**config.mk**
```make
export PLATFORM = sky130hd
export DESIGN_NAME = apb_slave_resp_mux
export DESIGN_NICKNAME = d
export VERILOG_FILES = /design/src/rtl/apb_slave_resp_mux.sv
export SDC_FILE = /design/constraint.sdc
export NUM_CORES = 1
export LEC_CHECK = 0
export ABC_AREA = 1
export CORE_MARGIN = 5
export CORE_UTILIZATION = 33
export CTS_BUF_LIST = sky130_fd_sc_hd__clkbuf_8
export DETAILED_ROUTE_END_ITERATION = 6
export GPL_ROUTABILITY_DRIVEN = 0
export GPL_TIMING_DRIVEN = 0
export MAX_ROUTING_LAYER = met4
export PLACE_DENSITY = 0.83
export RECOVER_POWER = 50
export SLEW_MARGIN = 40
export SYNTH_ARGS = -nofsm -noshare
export SYNTH_HDL_FRONTEND = slang
export SYNTH_SLANG_ARGS = --single-unit
```
**constraint.sdc**
```tcl
create_clock -name i_PCLK -period 2 [get_ports i_PCLK]
set_input_delay 0.4 -clock i_PCLK [delete_from_list [all_inputs] [get_ports i_PCLK]]
set_output_delay 0.4 -clock i_PCLK [all_outputs]
set_load 0.01 [all_outputs]
```
**src/rtl/apb_slave_resp_mux.sv**
```systemverilog
// APB completer-side response mux. Tracks each transfer from setup through
// access, routes the addressed slave's response to the bridge, and adds
// decode-error detection, a wait-state watchdog and a saturating error count.
module apb_slave_resp_mux #(
  parameter int DATA_WIDTH    = 32,
  parameter int SEL_WIDTH     = 4,
  parameter int TIMEOUT       = 16,
  parameter int ERR_CNT_WIDTH = 8
) (
  input  logic                             i_PCLK,
  input  logic                             i_PRESET,
  input  logic [SEL_WIDTH-1:0]             i_PSEL,
  input  logic                             i_PENABLE,
  input  logic                             i_PWRITE,
  input  logic [SEL_WIDTH-1:0]             i_PREADY,
  input  logic [SEL_WIDTH-1:0]             i_PSLVERR,
  input  logic [DATA_WIDTH*SEL_WIDTH-1:0]  i_PRDATA,
  output logic                             o_PREADY,
  output logic [DATA_WIDTH-1:0]            o_PRDATA,
  output logic                             o_PSLVERR,
  output logic                             o_TIMEOUT,
  output logic [ERR_CNT_WIDTH-1:0]         o_ERR_CNT
);

  localparam int IDX_W = (SEL_WIDTH > 1) ? $clog2(SEL_WIDTH) : 1;
  localparam int CNT_W = (TIMEOUT > 0) ? $clog2(TIMEOUT + 1) : 1;
  localparam logic [CNT_W-1:0]         CNT_LIMIT = CNT_W'(TIMEOUT);
  localparam logic [ERR_CNT_WIDTH-1:0] ERR_MAX   = '1;

  typedef enum logic {
    S_IDLE,
    S_ACCESS
  } state_t;

  state_t                   state;
  logic [IDX_W-1:0]         idx_q;
  logic                     dec_err_q;
  logic                     write_q;
  logic [CNT_W-1:0]         wait_cnt;
  logic [ERR_CNT_WIDTH-1:0] err_cnt;

  logic [IDX_W-1:0]         setup_idx;
  logic                     setup_onehot;
  logic                     sel_ready;
  logic                     sel_err;
  logic [DATA_WIDTH-1:0]    sel_data;
  logic                     access_active;
  logic                     timeout_hit;

  // Decode the setup-phase select: lowest set bit wins, flag anything not one-hot.
  always_comb begin
    // NOTE: every always_comb output gets a default first so no path can infer a latch.
    setup_idx = '0;
    for (int k = SEL_WIDTH - 1; k >= 0; k--) begin
      if (i_PSEL[k]) setup_idx = IDX_W'(k);
    end
    setup_onehot = (i_PSEL != '0) && ((i_PSEL & (i_PSEL - SEL_WIDTH'(1))) == '0);
  end

  // Pick out the latched slave's ready/error/data lanes.
  always_comb begin
    sel_ready = 1'b0;
    sel_err   = 1'b0;
    sel_data  = '0;
    for (int k = 0; k < SEL_WIDTH; k++) begin
      if (idx_q == IDX_W'(k)) begin
        sel_ready = i_PREADY[k];
        sel_err   = i_PSLVERR[k];
        sel_data  = i_PRDATA[k*DATA_WIDTH +: DATA_WIDTH];
      end
    end
  end

  // Response to the bridge: decode error first, then watchdog, then the slave itself.
  always_comb begin
    access_active = (state == S_ACCESS) && i_PENABLE && (i_PSEL != '0);
    timeout_hit   = (TIMEOUT != 0) && (wait_cnt == CNT_LIMIT) && !sel_ready;
    o_PREADY      = 1'b0;
    o_PSLVERR     = 1'b0;
    o_PRDATA      = '0;
    o_TIMEOUT     = 1'b0;
    if (access_active) begin
      if (dec_err_q) begin
        o_PREADY  = 1'b1;
        o_PSLVERR = 1'b1;
      end else if (timeout_hit) begin
        o_PREADY  = 1'b1;
        o_PSLVERR = 1'b1;
        o_TIMEOUT = 1'b1;
      end else begin
        o_PREADY  = sel_ready;
        o_PSLVERR = sel_err & sel_ready;
        o_PRDATA  = write_q ? '0 : sel_data;
      end
    end
  end

  // Transfer tracking FSM, wait-state counter and saturating error counter.
  always_ff @(posedge i_PCLK) begin
    // NOTE: sequential state uses non-blocking assignments so every register samples pre-edge values.
    if (i_PRESET) begin
      state     <= S_IDLE;
      idx_q     <= '0;
      dec_err_q <= 1'b0;
      write_q   <= 1'b0;
      wait_cnt  <= '0;
      err_cnt   <= '0;
    end else begin
      case (state)
        S_IDLE: begin
          if ((i_PSEL != '0) && !i_PENABLE) begin
            state     <= S_ACCESS;
            idx_q     <= setup_idx;
            dec_err_q <= !setup_onehot;
            write_q   <= i_PWRITE;
            wait_cnt  <= '0;
          end
        end
        S_ACCESS: begin
          if (i_PSEL == '0) begin
            state <= S_IDLE;
          end else if (o_PREADY) begin
            state <= S_IDLE;
            if (o_PSLVERR && (err_cnt != ERR_MAX)) err_cnt <= err_cnt + ERR_CNT_WIDTH'(1);
          end else if (i_PENABLE && (TIMEOUT != 0) && (wait_cnt != CNT_LIMIT)) begin
            wait_cnt <= wait_cnt + CNT_W'(1);
          end
        end
        default: state <= S_IDLE;
      endcase
    end
  end

  assign o_ERR_CNT = err_cnt;

endmodule

```
**Run 1: metal 3**

Drawn at 4 px/µm.
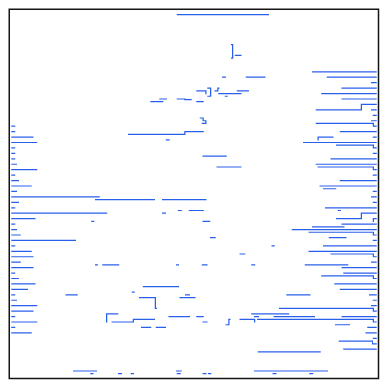
longest straight run: 29.0 µm
nets with wire on the layer: 136
count of vias placed by the detailed router: 3693
total wire length: 12300 µm
met3 demand-to-capacity share in global routing: 5.65%

**Run 1: logic cells by family**

Drawn at 4 px/µm.
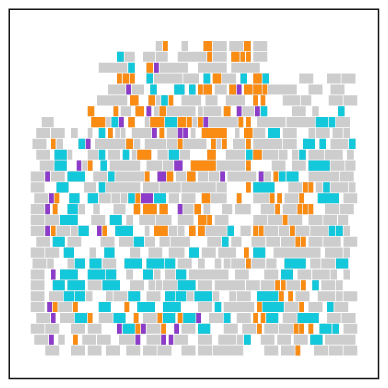
legend:
  orange:
    family: NAND gates
    cells: 115
    most_used: nand2_1
  purple:
    family: inverters
    cells: 35
    most_used: inv_1
  cyan:
    family: inverting AOI/OAI gates
    cells: 103
    most_used: o21ai_0
multi-input logic portion of the cell area: 39.6%
non-filler instance count after layout: 638
most frequently placed logic cell in the final layout: clkdlybuf4s50_1

**Run 1: placed cells, one colour a class**

Drawn at 4 px/µm. Fill, decap, tap and diode cells in grey.
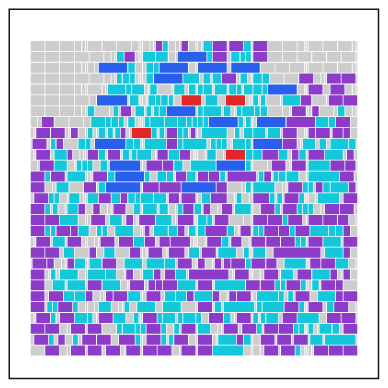
legend:
  blue:
    class: flip-flops
    cells: 18
    share_of_their_area: 8.1%
  purple:
    class: other buffers and delay cells
    cells: 239
    share_of_their_area: 47%
  red:
    class: clock drivers and dummy loads
    cells: 4
    share_of_their_area: 1.2%
  cyan:
    class: all other logic
    cells: 300
    share_of_their_area: 44%
cell area after layout: 4690 µm²
Placeable Area: 6460 µm²
post-route core utilization: 72.6%
number of standard-cell rows in the floorplan: 29

**Run 1: drive-strength map**

Drawn at 4 px/µm.
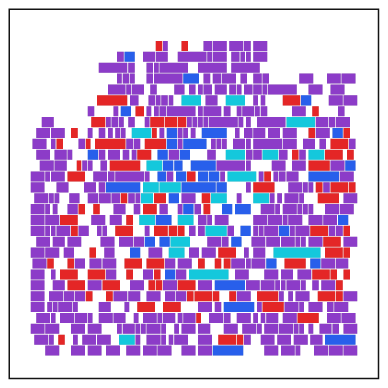
legend:
  cyan:
    size: drive 6 and up
    cells: 22
    share: 3.9%
    most_used: buf_6
  red:
    size: drive 2
    cells: 93
    share: 17%
    most_used: buf_2
  blue:
    size: drive 3 to 4
    cells: 43
    share: 7.7%
    most_used: buf_4
  purple:
    size: drive 1 or less
    cells: 403
    share: 72%
    most_used: clkdlybuf4s50_1
number of signal-net buffers in the layout: 239
final worst slack: -236 ps

==> summary.txt, run 1 <==
Implementation results

The I/O pin count is 187. Max fanout on the critical path was recorded as 10. The vertical die dimension is 91.9 µm. The signal on the critical path passes through nand2_1 -> or2_0 -> nand2_1 -> nand2_2 -> inv_4 -> buf_6 -> buf_6 -> a211oi_2 -> buf_2. The register area is 372 µm². Hold repair after CTS inserted 0 buffers. The largest net degree at the start of global routing is 11. The internal power contribution is 1.06 mW. For reference, the most critical setup path is categorized as reg -> out. The switching component of the power is 0.615 mW. The worst path in the final design needs a cycle of 2240 ps, including I/O delays and setup. The transition time of the tightest slew-check pin is 643 ps. The share of total power dissipated in the clock network is 18.5%. The final-layout fill cell count is 491. The count of warning messages emitted by the tools is 29. The number of endpoints failing setup at the final stage is 34. The flow ran to the end, but the final reports show violations. Per the placement log, port buffering inserted 186 buffers. The cell count after synthesis came out at 346.

The die extent in x is 91.9 µm. The checks that failed: negative setup slack. 265 cells are multi-input combinational gates. In the final design database the tool counted 709 nets. Summing every instance area after synthesis gives 2220 µm².

TritonCTS built the clock tree. Counting every sink on the clock net gives 18. The heaviest power group is combinational logic. The cell total in the yosys stat output is 346. The critical-path cell with the highest stage delay is dfxtp_4.

Counting the clock-network buffers in the layout gives 4. Per the log, the first TritonRoute iteration ended with a DRC count of 169. Counting endpoints that fail hold in the final report gives 0. The post-detailed-placement cell area is 4170 µm².

The longest individual stage delay on the worst path is 410 ps. The overflow left after global routing is 0. The layout report lists the multi-input gate area as 1860 µm².

The number of antenna diodes in the final layout is 0. The floorplan die area is 8450 µm². The number of antenna violations at the first check in global routing came to 0. In the Yosys report, the sequential cells make up 16.3% of the chip area. The final worst-path setup slack is -236 ps. The number of H-tree branching levels is 1. The tightest min-delay check is of the in -> reg type. The most frequent cell after synthesis is nand2_1.

The sort of element at the start of the critical path is a flip-flop. Looking at the clock tree report, the root buffer type is clkbuf_8. The share of total power consumed by net switching is 36.7%. In the final layout, excluding clock inverters the inverter count is 35. Data arrives at the worst endpoint at 1840 ps. The final timing report lists a max-slew violation count of 0. In this run, synthesis produced a sequential element count of 18. Across the placement rows, the number of tap cells is 77.

In the layout the commonest cells are 135 x clkdlybuf4s50_1, 76 x nand2_1, 38 x buf_2, 28 x inv_1, 24 x buf_4. The top cell class by occupied area is buffers. Per the final layout report, the fraction of cells sized above drive strength 1 comes to 28.2%. The script parses the final routing iteration and logs DRC violations as 0. Clock network power for this build is 0.310 mW. Per the synthesis report, the number of distinct cell types is 32. The warning tally printed by Yosys for this design is 0. The commonest cells after synthesis are 78 x nand2_1, 33 x inv_1, 20 x o21ai_0. Global routing consumed, over all layers together, 28.0% of the routing resources. The post-CTS repair timing setup buffer count is 22.

The top flip-flop cell by instance count after synthesis is dfxtp_1.
-- run 1: through the flow --
| step | power, mW | hold WS (ps) | utilization [%] | worst slack [ps] | instances |
|---|---|---|---|---|---|
| after floorplan | 0.759 | 452 | - | 150 | 346 |
| final | 1.68 | 499 | 72.6 | -236 | 638 |
| after global placement | 1.18 | 475 | 64.6 | -1110 | 609 |
| after detailed placement | 1.20 | 492 | 64.6 | -1090 | 609 |
| after CTS | 1.63 | 511 | 71.5 | -155 | 637 |
| after global routing | 1.77 | 534 | 72.6 | -325 | 638 |
-- run 1: worst paths after layout --
kind | start | to | slack, ps | cells past startpoint
setup reg to reg | idx_q[1]$_SDFFE_PP0P_ | o_ERR_CNT[3]$_SDFFE_PP0P_ | 130 | 11
hold reg to reg | o_ERR_CNT[7]$_SDFFE_PP0P_ | o_ERR_CNT[7]$_SDFFE_PP0P_ | 520 | 2
setup / recovery | idx_q[1]$_SDFFE_PP0P_ | o_PRDATA[23] | -240 | 9
hold / removal | i_PSEL[0] | idx_q[0]$_SDFFE_PP0P_ | 500 | 4
-- run 1: metal layers --
metal / routed length, µm / part of all wire, % / track usage, %
met1: 4750 / 39 / 30.4
met2: 6120 / 50 / 50.3
met3: 915 / 7.4 / 5.65
met4: 513 / 4.2 / 10.6
met5: 0 / 0 / -
-- run 1: cell families after synthesis --
| logic type | synth area share (%) |
|---|---|
| simple gates | 32.7 |
| compound gates | 33.0 |
| buf+inv | 13.2 |
| flops | 16.3 |
| xor+xnor | 3.16 |
| fa+ha+maj | 1.69 |
-- run 1: state kept, by name, summed over array words and instances, names as in the netlist --
name	flops
write_q	1
dec_err_q	1
o_ERR_CNT	8
wait_cnt	5
idx_q	2
state	1
-- run 1: tightest hold or removal path, stage by stage --
cell and delay, ps:
buf_2 100, nor2_1 40, o21ai_0 140, a21oi_1 40
## Run 2: what changed since run 1
--- a/config.mk
+++ b/config.mk
@@ -6,9 +6,11 @@
 export NUM_CORES = 1
 export LEC_CHECK = 0
 export ABC_AREA = 1
+export CAP_MARGIN = 10
 export CORE_MARGIN = 5
 export CORE_UTILIZATION = 33
 export CTS_BUF_LIST = sky130_fd_sc_hd__clkbuf_8
+export CTS_CLUSTER_SIZE = 30
 export DETAILED_ROUTE_END_ITERATION = 6
 export GPL_ROUTABILITY_DRIVEN = 0
 export GPL_TIMING_DRIVEN = 0
**Run 2: logic cells by family**

Drawn at 4 px/µm.
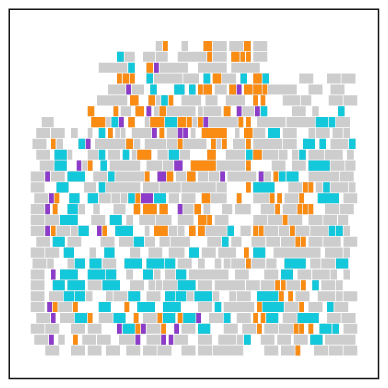
legend:
  orange:
    family: NAND gates
    cells: 115
    most_used: nand2_1
  cyan:
    family: inverting AOI/OAI gates
    cells: 103
    most_used: o21ai_0
  purple:
    family: inverters
    cells: 35
    most_used: inv_1

==> summary.txt, run 2 <==
Implementation results

Status: finished with violations (unchanged). Violated checks: negative setup slack (unchanged). The flip-flop and latch count after synthesis is 18 (unchanged). The buffer cell driving the clock tree root is clkbuf_8 (unchanged).

The clock share of power was 18.5% (about the same). The average instance area after synthesis is 6.40 µm² (unchanged). The cell total in the yosys stat output is 346 (unchanged).

The number of H-tree branching levels was 1 (unchanged). The flip-flop count of the largest register, all copies and words added is 8 (unchanged). The number of antenna violations at the first check in global routing was 0 (unchanged). The source of the worst register-to-register timing path is idx_q[1]$_SDFFE_PP0P_ (unchanged).

Highest-count cells in the layout ignoring fill and taps: 135 x clkdlybuf4s50_1, 76 x nand2_1, 38 x buf_2, 28 x inv_1, 24 x buf_4 (unchanged). The slack of the worst reg-to-reg path came to 130 ps (about the same). The critical path capture point is o_PRDATA[23] (unchanged). The remaining antenna violation count is 0 (unchanged). The number of maximum-capacitance constraint violations is 0 (unchanged). The longest individual stage delay on the worst path came to 410 ps (about the same). The multi-input gate area in the final layout is 1860 µm² (unchanged). The number of nets in the layout was 709 (unchanged).

The floorplan die area is 8450 µm² (unchanged). The critical path data arrival time is 1840 ps (about the same). The global-route usage over all layers was 28.0% (unchanged). The number of cells on the worst hold path is 4 (unchanged). The routed via count is 3693 (unchanged). The launching instance or port of the critical path is idx_q[1]$_SDFFE_PP0P_ (unchanged).

The number of buffers inserted by port buffering came to 186 (unchanged). The post-CTS repair timing setup buffer count is 22 (unchanged). The final count of hold timing violations is 0 (unchanged). The antenna cell count is 0 (unchanged). The internal power contribution is 1.06 mW (unchanged). The end of the worst register-to-register path is o_ERR_CNT[3]$_SDFFE_PP0P_ (unchanged).

The cell area after synthesis is 2220 µm² (unchanged). The total number of yosys warnings came to 0 (unchanged). The class of the tightest hold or removal check is in -> reg (unchanged).

The hold buffer count at CTS is 0 (unchanged). The fraction of final layout cells sized beyond drive strength 1 was 28.2% (unchanged). The net count of the mapped netlist was 493 (unchanged). The count of final max-slew check failures is 0 (unchanged). The critical-path cell with the highest stage delay is dfxtp_4 (unchanged). The detailed-routing wirelength on met1 is 4750 µm (unchanged). The vertical die dimension is 91.9 µm (unchanged). The largest net degree at the start of global routing was 11 (unchanged). The final non-filler cell total is 638 (unchanged). The final worst-path setup slack is -236 ps (unchanged). The top flip-flop cell by instance count after synthesis was dfxtp_1 (unchanged). Cells traversed along the worst timing path: nand2_1 -> or2_0 -> nand2_1 -> nand2_2 -> inv_4 -> buf_6 -> buf_6 -> a211oi_2 -> buf_2 (unchanged). The transition time of the tightest slew-check pin is 643 ps (unchanged). The area of the core region is 6460 µm² (unchanged). The die extent in x is 91.9 µm (unchanged).

The number of instances in the synthesized netlist is 346 (unchanged). The number of cells traversed by the worst register-to-register path is 11 (unchanged). The via-per-instance ratio is 5.79 (unchanged). The maximum fanout encountered on the critical timing path came to 10 (unchanged).

Most instantiated cells after synthesis: 78 x nand2_1, 33 x inv_1, 20 x o21ai_0 (unchanged). The final-layout fill cell count is 491 (unchanged). The final hold slack was 499 ps (unchanged). The post-detailed-placement cell area is 4170 µm² (unchanged).

The row count is 29 (unchanged). The detailed-routed wire length on met3 is 915 µm (unchanged). The register area was 372 µm² (unchanged).

The proportion of synthesized chip area in sequential cells is 16.3% (unchanged). The cell count after placement is 609 (unchanged). The detailed router's first-iteration violation count came to 169 (unchanged). The overflow left after global routing is 0 (unchanged). The critical setup path kind is reg -> out (unchanged).

The TritonCTS clock tree is built (unchanged). The number of distinct library cells after synthesis is 32 (unchanged). The final critical path time including I/O delays and setup is 2240 ps (unchanged). The clock net sink count was 18 (unchanged). The switching component of the power is 0.615 mW (unchanged).

The source of the worst hold timing path is i_PSEL[0] (unchanged). The dominant logic cell type in the layout is clkdlybuf4s50_1 (unchanged). The most frequent cell after synthesis is nand2_1 (unchanged).

The sort of element at the start of the critical path is a flip-flop (unchanged). The remaining routing DRC violations came to 0 (unchanged). The number of endpoints failing setup at the final stage is 34 (unchanged). The total length of routed wires was 12300 µm (unchanged).

The end point of the most critical hold path is idx_q[0]$_SDFFE_PP0P_ (unchanged). The clock transition at the registers of the reported paths is 70 ps (about the same). The post-layout instance area is 4690 µm² (unchanged).

The count of warning messages emitted by the tools is 29 (unchanged). The amount of wire on met2 after detailed routing came to 6120 µm (unchanged). The highest routing layer actually used is met4 (unchanged). The total CTS buffers is 3 (unchanged). The I/O pin count came to 187 (unchanged). The share of total power consumed by net switching came to 36.7% (unchanged).
**Run 2: metal 3**

Drawn at 4 px/µm.
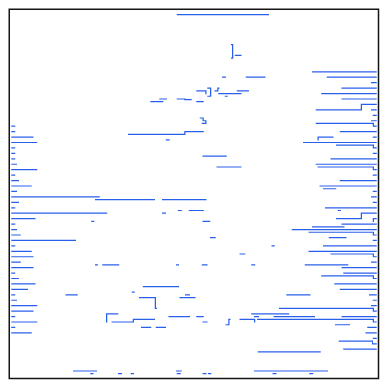
longest straight run: 29.0 µm
nets with wire on the layer: 136
wire length on this layer: 916 µm
share of all routed wire: 7.4%
main direction: horizontal

==> run 2: cell counts after synthesis <==
No cell type changed its count.
==> run 2: power groups by stage <==
stage          clock (mW)  combinational [mW]  sequential [mW]
3_3_place_gp            0               0.788            0.395
2_1_floorplan           0               0.365            0.394
4_1_cts             0.311               0.921            0.397
5_1_grt             0.331                1.04            0.400
6_report            0.310               0.967            0.398
3_5_place_dp            0               0.806            0.396
==> run 2: critical path: cells and delay by family, from the launching register on <==
| kind | cells | cell delay (ps) |
|---|---|---|
| buf+inv | 4 | 570 |
| simple gates | 4 | 530 |
| flops | 1 | 410 |
| compound gates | 1 | 60 |
==> run 2: final cells by class <==
cell class / count / area share, %
tap: 77 / 2.05
clock buffer: 4 / 1.17
timing repair buffer: 212 / 40.9
sequential: 18 / 7.93
multi-input combinational: 265 / 39.6
buffer: 27 / 5.34
inverter: 35 / 3.02
==> run 2: through the flow <==
| stage | setup TNS, ps | setup slack [ps] | power (mW) | util (%) |
|---|---|---|---|---|
| after floorplan | 0 | 150 | 0.759 | - |
| after global placement | -28920 | -1110 | 1.18 | 64.6 |
| after detailed placement | -31170 | -1090 | 1.20 | 64.6 |
| after CTS | -3000 | -155 | 1.63 | 71.5 |
| after global routing | -8800 | -325 | 1.77 | 72.6 |
| final | -5470 | -236 | 1.68 | 72.6 |
==> run 2: metal layers <==
metal / vias up / GRT usage (%)
li1: 1703 / -
met3: 49 / 5.65
met5: - / -
met4: 0 / 10.6
met2: 189 / 50.3
met1: 1752 / 30.4
==> run 2: logic make-up after synthesis <==
logic type | after synthesis | share of synthesized area (%)
adder cells (fa/ha/maj) | 3 | 1.69
AND/OR/NAND/NOR | 151 | 32.7
buffers and inverters | 63 | 13.2
flip-flops | 18 | 16.3
XOR/XNOR | 8 | 3.16
AND-OR/OR-AND | 103 | 33.0
## Run 3: what changed since run 2
--- a/config.mk
+++ b/config.mk
@@ -7,12 +7,12 @@
 export LEC_CHECK = 0
 export ABC_AREA = 1
 export CAP_MARGIN = 10
+export CORE_ASPECT_RATIO = 1.4
 export CORE_MARGIN = 5
 export CORE_UTILIZATION = 33
 export CTS_BUF_LIST = sky130_fd_sc_hd__clkbuf_8
 export CTS_CLUSTER_SIZE = 30
 export DETAILED_ROUTE_END_ITERATION = 6
-export GPL_ROUTABILITY_DRIVEN = 0
 export GPL_TIMING_DRIVEN = 0
 export MAX_ROUTING_LAYER = met4
 export PLACE_DENSITY = 0.83
**Run 3: drive-strength map**

Drawn at 4 px/µm.
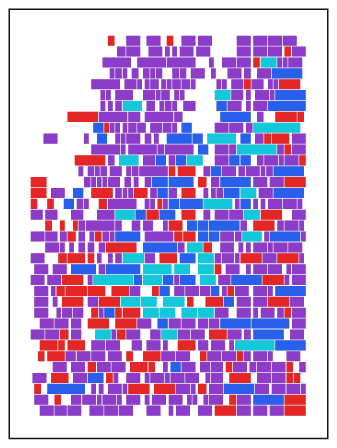
legend:
  red:
    size: drive 2
    cells: 100
    share: 18%
    most_used: buf_2
  blue:
    size: drive 3 to 4
    cells: 61
    share: 11%
    most_used: buf_4
  cyan:
    size: drive 6 and up
    cells: 32
    share: 5.7%
    most_used: buf_6
  purple:
    size: drive 1 or less
    cells: 372
    share: 66%
    most_used: clkdlybuf4s50_1
cell area after layout: 5130 µm²
synth-to-layout area growth: 132%

==> summary.txt, run 3 <==
Implementation results

Most instantiated cells after synthesis: 78 x nand2_1, 33 x inv_1, 20 x o21ai_0 (unchanged). The vertical die dimension is 107 µm (was 91.9 µm). The critical path data arrival time is 1790 ps (was 1840 ps). The sum of internal, switching and leakage power is 1.86 mW (was 1.68 mW). The most frequent cell after synthesis was nand2_1 (unchanged). The top flip-flop cell by instance count after synthesis is dfxtp_1 (unchanged).

The cell type with the highest aggregate area in the netlist is dfxtp_1 (unchanged). The count of final max-slew check failures was 0 (unchanged). The floorplan die area is 8480 µm² (was 8450 µm²).

The pre-CTS setup slack is -1150 ps (was -1090 ps). The fraction of final layout cells sized beyond drive strength 1 came to 34.2% (was 28.2%). The setup TNS is -4090 ps (was -5470 ps). The area share of fa/ha/maj cells after synthesis is 1.69% (unchanged). The average instance area after synthesis is 6.40 µm² (unchanged). The I/O pin count is 187 (unchanged). The number of global-route vias before repair is 3824 (was 3734).

The maximum fanout encountered on the critical timing path is 10 (unchanged). The final worst-path setup slack came to -191 ps (was -236 ps). Violated checks: negative setup slack (unchanged). The final-layout fill cell count is 422 (was 491).

The clock transition at the registers of the reported paths is 70 ps (about the same). The cell total in the yosys stat output is 346 (unchanged). The via-per-instance ratio was 5.87 (was 5.79). The number of instances in the synthesized netlist is 346 (unchanged). The final non-filler cell total is 641 (was 638). The internal power contribution is 1.14 mW (was 1.06 mW). The transition time of the tightest slew-check pin is 521 ps (was 643 ps). The flip-flop and latch count after synthesis is 18 (unchanged).

The number of maximum-capacitance constraint violations is 0 (unchanged). The buffer cell driving the clock tree root is clkbuf_8 (unchanged). The clock share of power is 16.7% (was 18.5%). The sort of element at the start of the critical path was a flip-flop (unchanged).

The total CTS buffers is 3 (unchanged). The clock net sink count is 18 (unchanged). Status: finished with violations (unchanged). The class of the tightest hold or removal check is reg -> reg (was in -> reg). The final hold slack is 518 ps (was 499 ps).

The static leakage came to 2.10 nW (was 1.99 nW). The number of antenna violations at the first check in global routing is 2 (was 0). The count of warning messages emitted by the tools is 29 (unchanged). The number of nets in the layout is 713 (was 709). The global-route usage over all layers was 30.3% (was 28.0%).

The final critical path time including I/O delays and setup is 2190 ps (was 2240 ps). The die extent in x was 79.3 µm (was 91.9 µm). The post-detailed-placement cell area is 4170 µm² (about the same). The number of distinct library cells after synthesis was 32 (unchanged). The count of library flops with an enable pin is 0 (unchanged). The biggest combinational cell group after synthesis is AND-OR/OR-AND gates (unchanged). The simple-gate share of the synthesized area was 32.7% (unchanged). The number of endpoints failing setup at the final stage is 35 (was 34).

The relative max-transition margin is 65.2% (was 57.2%). The routed via count is 3760 (was 3693). The TritonCTS clock tree is built (unchanged). The remaining routing DRC violations is 0 (unchanged). The proportion of synthesized chip area in sequential cells is 16.3% (unchanged).

The total length of routed wires is 13900 µm (was 12300 µm). The overflow left after global routing is 0 (unchanged). The cell area after synthesis is 2220 µm² (unchanged). The remaining antenna violation count came to 0 (unchanged). Highest-count cells in the layout ignoring fill and taps: 134 x clkdlybuf4s50_1, 68 x nand2_1, 35 x buf_2, 27 x inv_1, 23 x buf_4 (was 135 x clkdlybuf4s50_1, 76 x nand2_1, 38 x buf_2, 28 x inv_1, 24 x buf_4). The detailed router's first-iteration violation count was 172 (was 169). The net count of the mapped netlist is 493 (unchanged).

The critical setup path kind is reg -> out (unchanged). The portion of netlist area occupied by mux cells is 0% (unchanged). The largest net degree at the start of global routing is 11 (unchanged). The dominant logic cell type in the layout was clkdlybuf4s50_1 (unchanged). The cell count after placement is 606 (was 609). The final count of hold timing violations is 0 (unchanged). The final worst-path cycle share is 110% (was 112%).

The compound-cell area share of the yosys netlist was 33.0% (unchanged). The synthesized chip area reported by yosys is 2220 µm² (unchanged). The xor/xnor cell area share of the yosys netlist is 3.16% (unchanged). The number of H-tree branching levels is 1 (unchanged). The total number of yosys warnings is 0 (unchanged). The switching component of the power is 0.716 mW (was 0.615 mW). The share of total power consumed by net switching was 38.6% (was 36.7%). The flip-flop count of the largest register, all copies and words added came to 8 (unchanged). The number of buffers inserted by port buffering is 186 (unchanged).
**Run 3: placed cells, one colour a class**

Drawn at 4 px/µm. Fill, decap, tap and diode cells in grey.
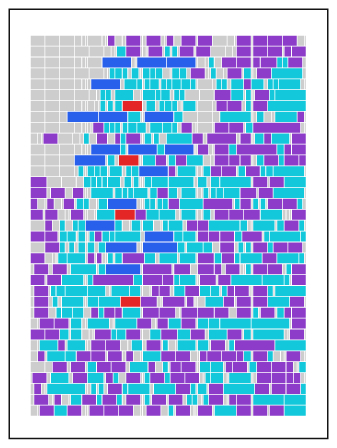
legend:
  blue:
    class: flip-flops
    cells: 18
    share_of_their_area: 7.4%
  purple:
    class: other buffers and delay cells
    cells: 243
    share_of_their_area: 46%
  cyan:
    class: all other logic
    cells: 300
    share_of_their_area: 46%
  red:
    class: clock drivers and dummy loads
    cells: 4
    share_of_their_area: 1.1%
sequential fraction of total cell area: 7.24%
number of standard-cell rows in the floorplan: 35
Placeable Area: 6570 µm²
post-route core utilization: 78.2%

## run 3: power by group through the flow
stage / Sequential [mW] / Combinational [mW] / Clock (mW)
floorplan: 0.394 / 0.365 / 0
finish: 0.399 / 1.15 / 0.309
detailed placement: 0.396 / 0.804 / 0
CTS: 0.398 / 0.992 / 0.309
global placement: 0.395 / 0.793 / 0
global route: 0.400 / 1.21 / 0.326
## run 3: cell type report
class | instances | area [µm²] | area share (%)
multi-input combinational | 265 | 2150 | 41.9
timing repair buffer | 216 | 2010 | 39.1
sequential | 18 | 372 | 7.24
buffer | 27 | 299 | 5.82
inverter | 35 | 151 | 2.95
tap | 74 | 92.6 | 1.80
clock buffer | 4 | 55.1 | 1.07
antenna | 2 | 5.00 | 0.0975
## run 3: final timing paths
path | end | cells past startpoint | slack, ps | from
max reg2reg | wait_cnt[3]$_SDFFE_PP0P_ | 10 | 210 | idx_q[0]$_SDFFE_PP0P_
min | wait_cnt[4]$_SDFFE_PP0P_ | 2 | 520 | wait_cnt[4]$_SDFFE_PP0P_
max | o_PRDATA[28] | 7 | -190 | idx_q[1]$_SDFFE_PP0P_
min reg2reg | wait_cnt[4]$_SDFFE_PP0P_ | 2 | 520 | wait_cnt[4]$_SDFFE_PP0P_
## run 3: routing by layer
layer  track usage (%)  share of wire, %  vias to the layer above
li1                  -                 -                     1718
met2              53.1                51                      230
met1              32.2                35                     1748
met4              15.7               5.2                        0
met3              5.55               8.2                       64
met5                 -                 0                        -
## run 3: repair_timing
action                     CTS  global route
pin swaps                   16            24
setup endpoints to repair   35            35
hold buffers                 0             0
gates resized              310            66
setup buffers               20             4
gates cloned                 6             0
## run 3: critical path: stages (launching register included)
cell and delay, ps:
dfxtp_4 390, nand2_1 120, buf_6 170, buf_4 120
clkbuf_8 160, o211ai_1 120, a211oi_2 270, buf_2 190
Power figures rest on the tool's default switching activity, not on a simulated workload.
